## src/rtl/risc16_pkg.sv

```systemverilog
// risc16_pkg: shared types and constants for the risc16p core and its boot
// loader.
//   boot_state_t   : boot loader FSM states
//   BOOT_ADDR_STEP : byte distance between consecutive instruction words
//                    (also the core's PC increment)
package risc16_pkg;

  typedef enum logic [2:0] {
    LEN_HI = 3'd0,
    LEN_LO = 3'd1,
    DAT_HI = 3'd2,
    DAT_LO = 3'd3,
    CSUM   = 3'd4,
    RUN    = 3'd5,
    ERR    = 3'd6
  } boot_state_t;

  localparam logic [15:0] BOOT_ADDR_STEP = 16'd2;

endpackage

```

## src/rtl/risc16_boot_loader.sv

```systemverilog
// risc16_boot_loader: holds the risc16p core in reset while a program image
// arrives as a byte stream, writes it into instruction memory as 16-bit words,
// checks an XOR checksum and then releases the core.
//
// Stream: LEN_HI LEN_LO (word count N, big-endian), N x (HI LO), CSUM.
// CSUM must equal the XOR of every byte before it, length bytes included.
//
// Ports:
//   clk, rst            clock, asynchronous active-high reset
//   rx_data/valid/ready byte stream in
//   mem_addr/wdata/we   instruction-memory write port (registered, 1-cycle we)
//   core_rst            registered reset to the core, low only in RUN
//   reload              restart loading (honoured only in RUN or ERR)
//   busy, done, err     status: loading / running / load failed
//   boot_state          current FSM state, for observation
//
// Handshake: a byte transfers on a rising clk edge where rx_valid && rx_ready.
// rx_ready depends only on the state; it is high throughout a load and low in
// RUN and ERR, so there is never back-pressure inside a load.
module risc16_boot_loader
  import risc16_pkg::*;
#(
  parameter logic [15:0] BASE_ADDR = 16'h0000,
  parameter logic [15:0] MAX_WORDS = 16'd32768
) (
  input  logic        clk,
  input  logic        rst,
  input  logic [7:0]  rx_data,
  input  logic        rx_valid,
  output logic        rx_ready,
  output logic [15:0] mem_addr,
  output logic [15:0] mem_wdata,
  output logic        mem_we,
  output logic        core_rst,
  input  logic        reload,
  output logic        busy,
  output logic        done,
  output logic        err,
  output boot_state_t boot_state
);

  boot_state_t state;
  logic [15:0] len;
  logic [15:0] cnt;
  logic [7:0]  word_hi;
  logic [7:0]  csum;

  logic        accept;
  logic [15:0] new_len;
  logic [15:0] cnt_next;

  assign busy       = (state == LEN_HI) || (state == LEN_LO) || (state == DAT_HI) ||
                      (state == DAT_LO) || (state == CSUM);
  assign rx_ready   = busy;
  assign done       = (state == RUN);
  assign err        = (state == ERR);
  assign boot_state = state;

  assign accept   = rx_valid && rx_ready;
  assign new_len  = {len[15:8], rx_data};
  assign cnt_next = cnt + 16'd1;

  always_ff @(posedge clk or posedge rst) begin
    if (rst) begin
      state     <= LEN_HI;
      len       <= '0;
      cnt       <= '0;
      word_hi   <= '0;
      csum      <= '0;
      mem_addr  <= BASE_ADDR;
      mem_wdata <= '0;
      mem_we    <= 1'b0;
      core_rst  <= 1'b1;
    end else begin
      // The write strobe is a single-cycle pulse unless re-armed below.
      mem_we <= 1'b0;
      case (state)
        LEN_HI: if (accept) begin
          len[15:8] <= rx_data;
          csum      <= csum ^ rx_data;
          state     <= LEN_LO;
        end
        LEN_LO: if (accept) begin
          len  <= new_len;
          csum <= csum ^ rx_data;
          if (new_len == 16'd0) begin
            state <= CSUM;
          end else if (new_len > MAX_WORDS) begin
            state <= ERR;
          end else begin
            cnt   <= '0;
            state <= DAT_HI;
          end
        end
        DAT_HI: if (accept) begin
          word_hi <= rx_data;
          csum    <= csum ^ rx_data;
          state   <= DAT_LO;
        end
        DAT_LO: if (accept) begin
          csum      <= csum ^ rx_data;
          mem_we    <= 1'b1;
          // 16-bit sum: addresses wrap past 16'hFFFE back to 16'h0000.
          mem_addr  <= BASE_ADDR + 16'(cnt * BOOT_ADDR_STEP);
          mem_wdata <= {word_hi, rx_data};
          cnt       <= cnt_next;
          state     <= (cnt_next == len) ? CSUM : DAT_HI;
        end
        CSUM: if (accept) begin
          if (rx_data == csum) begin
            state    <= RUN;
            core_rst <= 1'b0;
          end else begin
            state <= ERR;
          end
        end
        RUN, ERR: if (reload) begin
          state    <= LEN_HI;
          core_rst <= 1'b1;
          csum     <= '0;
          len      <= '0;
          cnt      <= '0;
        end
        default: begin
          state    <= ERR;
          core_rst <= 1'b1;
        end
      endcase
    end
  end

endmodule

```

## config.mk

```make
export PLATFORM = sky130hd
export DESIGN_NAME = risc16_boot_loader
export DESIGN_NICKNAME = d
export VERILOG_FILES = /design/src/rtl/risc16_pkg.sv /design/src/rtl/risc16_boot_loader.sv
export SDC_FILE = /design/constraint.sdc
export NUM_CORES = 1
export LEC_CHECK = 0
export CAP_MARGIN = 20
export CORE_MARGIN = 4
export CORE_UTILIZATION = 45
export CTS_BUF_LIST = sky130_fd_sc_hd__clkbuf_2
export DETAILED_ROUTE_END_ITERATION = 16
export GPL_ROUTABILITY_DRIVEN = 0
export GPL_TIMING_DRIVEN = 0
export PLACE_DENSITY = 0.74
export SYNTH_ARGS = -nofsm -noshare
export SYNTH_HDL_FRONTEND = slang
export SYNTH_SLANG_ARGS = --single-unit
```

## constraint.sdc

```tcl
create_clock -name clk -period 4.15 [get_ports clk]
set_clock_uncertainty 0.1 [all_clocks]
set_input_delay 1.0375 -clock clk [delete_from_list [all_inputs] [get_ports clk]]
set_output_delay 1.0375 -clock clk [all_outputs]
set_load 0.03 [all_outputs]
```

==> notes.md <==
Physical design

Counting along the longest clock path gives a buffer depth of 2. During I/O placement, the number of pins put on the boundary was 53. The most critical min-delay path falls under flip-flop to flip-flop. The die boundary height stands at 105 um.

The number of nets at the end of the flow stands at 551. Tracing the worst setup path back leads to its startpoint at boot_state[0]. According to the timing report, the critical path is captured at err.

The worst setup path is launched from a flip-flop. The first global-routing pass estimated 17,200 um of wire. For reference, the final report shows the max-slew violation count at 0.

The total of cells resized after clock tree synthesis stands at 0. STA classifies the critical path endpoint as an output port. dfrtp_1 takes more of the synthesized area than any other cell. The number of flops mapped to enable cells by yosys stands at 0.

The number of nets handed over by synthesis was 496. Per the run report, area growth between synthesis and finish was 18.4%. The register clock-pin slew on the reported worst setup and hold paths stands at 250 ps. Among all flip-flop cells after synthesis, the most frequent one is dfrtp_1.

Synthesis inferred 84 register bits. The flow reported a cell area power density of 611 nW/um2. The horizontal extent of the die stands at 105 um. In the final layout, the fill cell count is 828. The number of placement rows stands at 35. nand2_1 is the most common cell in the netlist. The tool warning count for the run is 26. Summed over all layers, the global routing overflow is 0.

Headroom to the max-slew limit came out at 35.7%. Of all flip-flops after synthesis, the portion carrying an async set or reset was 100%. The number of antenna violations at the first check in global routing stands at 0. The number of buffers inserted for hold repair after clock tree synthesis stands at 0. After clock tree synthesis, the setup repair step added 0 buffers. The number of sinks driven by the clock tree stands at 84. Yosys stat counts 483 cells in the synthesized netlist. The arrival time reported for the critical path endpoint stands at 2320 ps. The TritonCTS buffer count stands at 9.

Once detail routing completed, the nets flagged for antenna violations numbered 0. The share of layout cells above drive strength 1 stands at 9.94%. The final timing report lists a hold violation count of 0.

The register-to-register setup slack stands at 1550 ps. The Yosys warning count stands at 0. The final instance area stands at 5060 um2.

The flow ran to the end, and the final reports show no timing, DRC or antenna violations. For the worst flop-to-flop path, the logic depth is 6.
## area by class of cell
type / count / area (um2) / share of cell area, %
well taps: 129 / 161 / 3.19
clock inverters: 7 / 121 / 2.40
plain buffers: 32 / 150 / 2.97
inverters: 9 / 36.3 / 0.717
flip-flops and latches: 84 / 2100 / 41.6
multi-input cells: 358 / 1990 / 39.2
clock buffers: 9 / 45.0 / 0.890
repair buffers: 44 / 458 / 9.05
## cells in the final DEF, fill, tap and decap left out, drive strengths merged, types with 2 or more instances in the layout
master | Yosys | routed
and2 | 3 | 3
nand2 | 139 | 139
clkinv | 0 | 2
or4 | 2 | 2
bufinv | 0 | 3
o31a | 2 | 2
nor2 | 28 | 28
nor4 | 8 | 8
xor2 | 20 | 20
o21ai | 65 | 65
nand3 | 11 | 11
o221ai | 2 | 2
inv | 9 | 11
nand4 | 5 | 5
mux2 | 8 | 8
and3 | 4 | 4
dfrtp | 83 | 83
and4 | 2 | 2
a31oi | 3 | 3
clkdlybuf4s50 | 0 | 43
clkbuf | 19 | 28
o31ai | 7 | 7
nor3b | 2 | 2
a21oi | 8 | 8
xnor2 | 13 | 13
nor3 | 6 | 6
nor2b | 5 | 5
or2 | 2 | 2
buf | 13 | 14
## per-stage QoR
step | cells | power, mW | setup WS, ps | hold WS [ps]
after floorplan | 483 | 2.10 | 849 | 335
after global placement | 655 | 2.49 | -438 | 351
after detailed placement | 656 | 2.54 | 785 | 354
after CTS | 672 | 3.11 | 652 | 401
after global routing | 672 | 3.30 | 510 | 425
final | 672 | 3.09 | 689 | 401
## cells by family (layout without fill, tap and decap cells)
kind of cell             count (synthesis)  after routing  synth area share (%)
AND/OR/NAND/NOR                        218            218                  23.8
AND-OR/OR-AND                           96             96                  12.9
flip-flops                              84             84                  49.2
buffers and inverters                   41            101                  4.30
XOR/XNOR                                33             33                  7.12
multiplexers                             9              9                  2.34
adder cells (fa/ha/maj)                  1              1                 0.293
other                                    1              1                0.0878
## report_power, final
group          internal, mW  switching, mW  leakage [nW]
Sequential             1.07          0.186          1.09
Clock                 0.264          0.307        0.0969
Combinational         0.503          0.766          1.16
## routing by layer
layer / GRT usage, % / vias to the layer above / part of all wire [%] / wire, um
met5: 0 / - / 0 / 0
met4: 7.12 / 0 / 1.8 / 186
met3: 3.31 / 16 / 5.7 / 588
met2: 31.4 / 136 / 48 / 4950
met1: 24.8 / 1738 / 44 / 4520
li1: - / 1737 / - / -
## critical path: stages, from the launching register on
cell	delay (ps)
dfrtp_1	480
buf_2	200
nor2b_1	240
and2_1	210
clkdlybuf4s50_1	680
## sequential cells by signal (all words and copies together) (netlist names)
register / cells
boot_state: 3
cnt: 16
core_rst: 1
csum: 8
len: 16
mem_addr: 15
mem_wdata: 16
mem_we: 1
word_hi: 8
## worst min path at each step
stage,to,slack (ps),cells past startpoint,from
floorplan,mem_wdata[10],330,2,word_hi[2]
global placement,mem_wdata[9],350,2,word_hi[1]
detailed placement,mem_wdata[8],350,2,word_hi[0]
CTS,mem_wdata[8],400,2,word_hi[0]
global route,mem_wdata[8],430,2,word_hi[0]
finish,mem_wdata[8],400,2,word_hi[0]
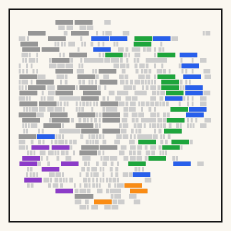
**Above:** register map, names as in the netlist.
Drawn at 2 px/um. Other sequential cells in the stronger gray, the rest of the logic in the fainter gray.
purple -> csum  # flops 8, where bottom left
blue -> mem_addr  # flops 15
green -> cnt  # flops 16
orange -> boot_state  # flops 3

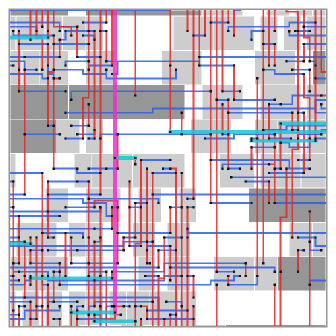
**Above:** layout detail.
Window x 40 to 65, y 19 to 44 um. Cells in gray, sequential cells in the stronger gray; small squares are vias.
red -> metal 2
cyan -> metal 3
blue -> metal 1
magenta -> metal 4
netlist names of flops here include = len (2), cnt (1)
cells with their middle in the window = 58
sequential cells in the window = 3
most frequent = nand2_1 (10), nor2_1 (6)

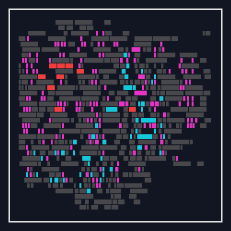
**Above:** gate-type map.
Drawn at 2 px/um.
cyan -> nor cells  # cells 49
magenta -> nand cells  # cells 156
red -> mux cells  # cells 9
most common library cell in the layout ignoring fill and taps: nand2_1
number of cells in the finished layout apart from fillers: 672
Comb area share: 39.2%

Power figures rest on the tool's default switching activity, not on a simulated workload.
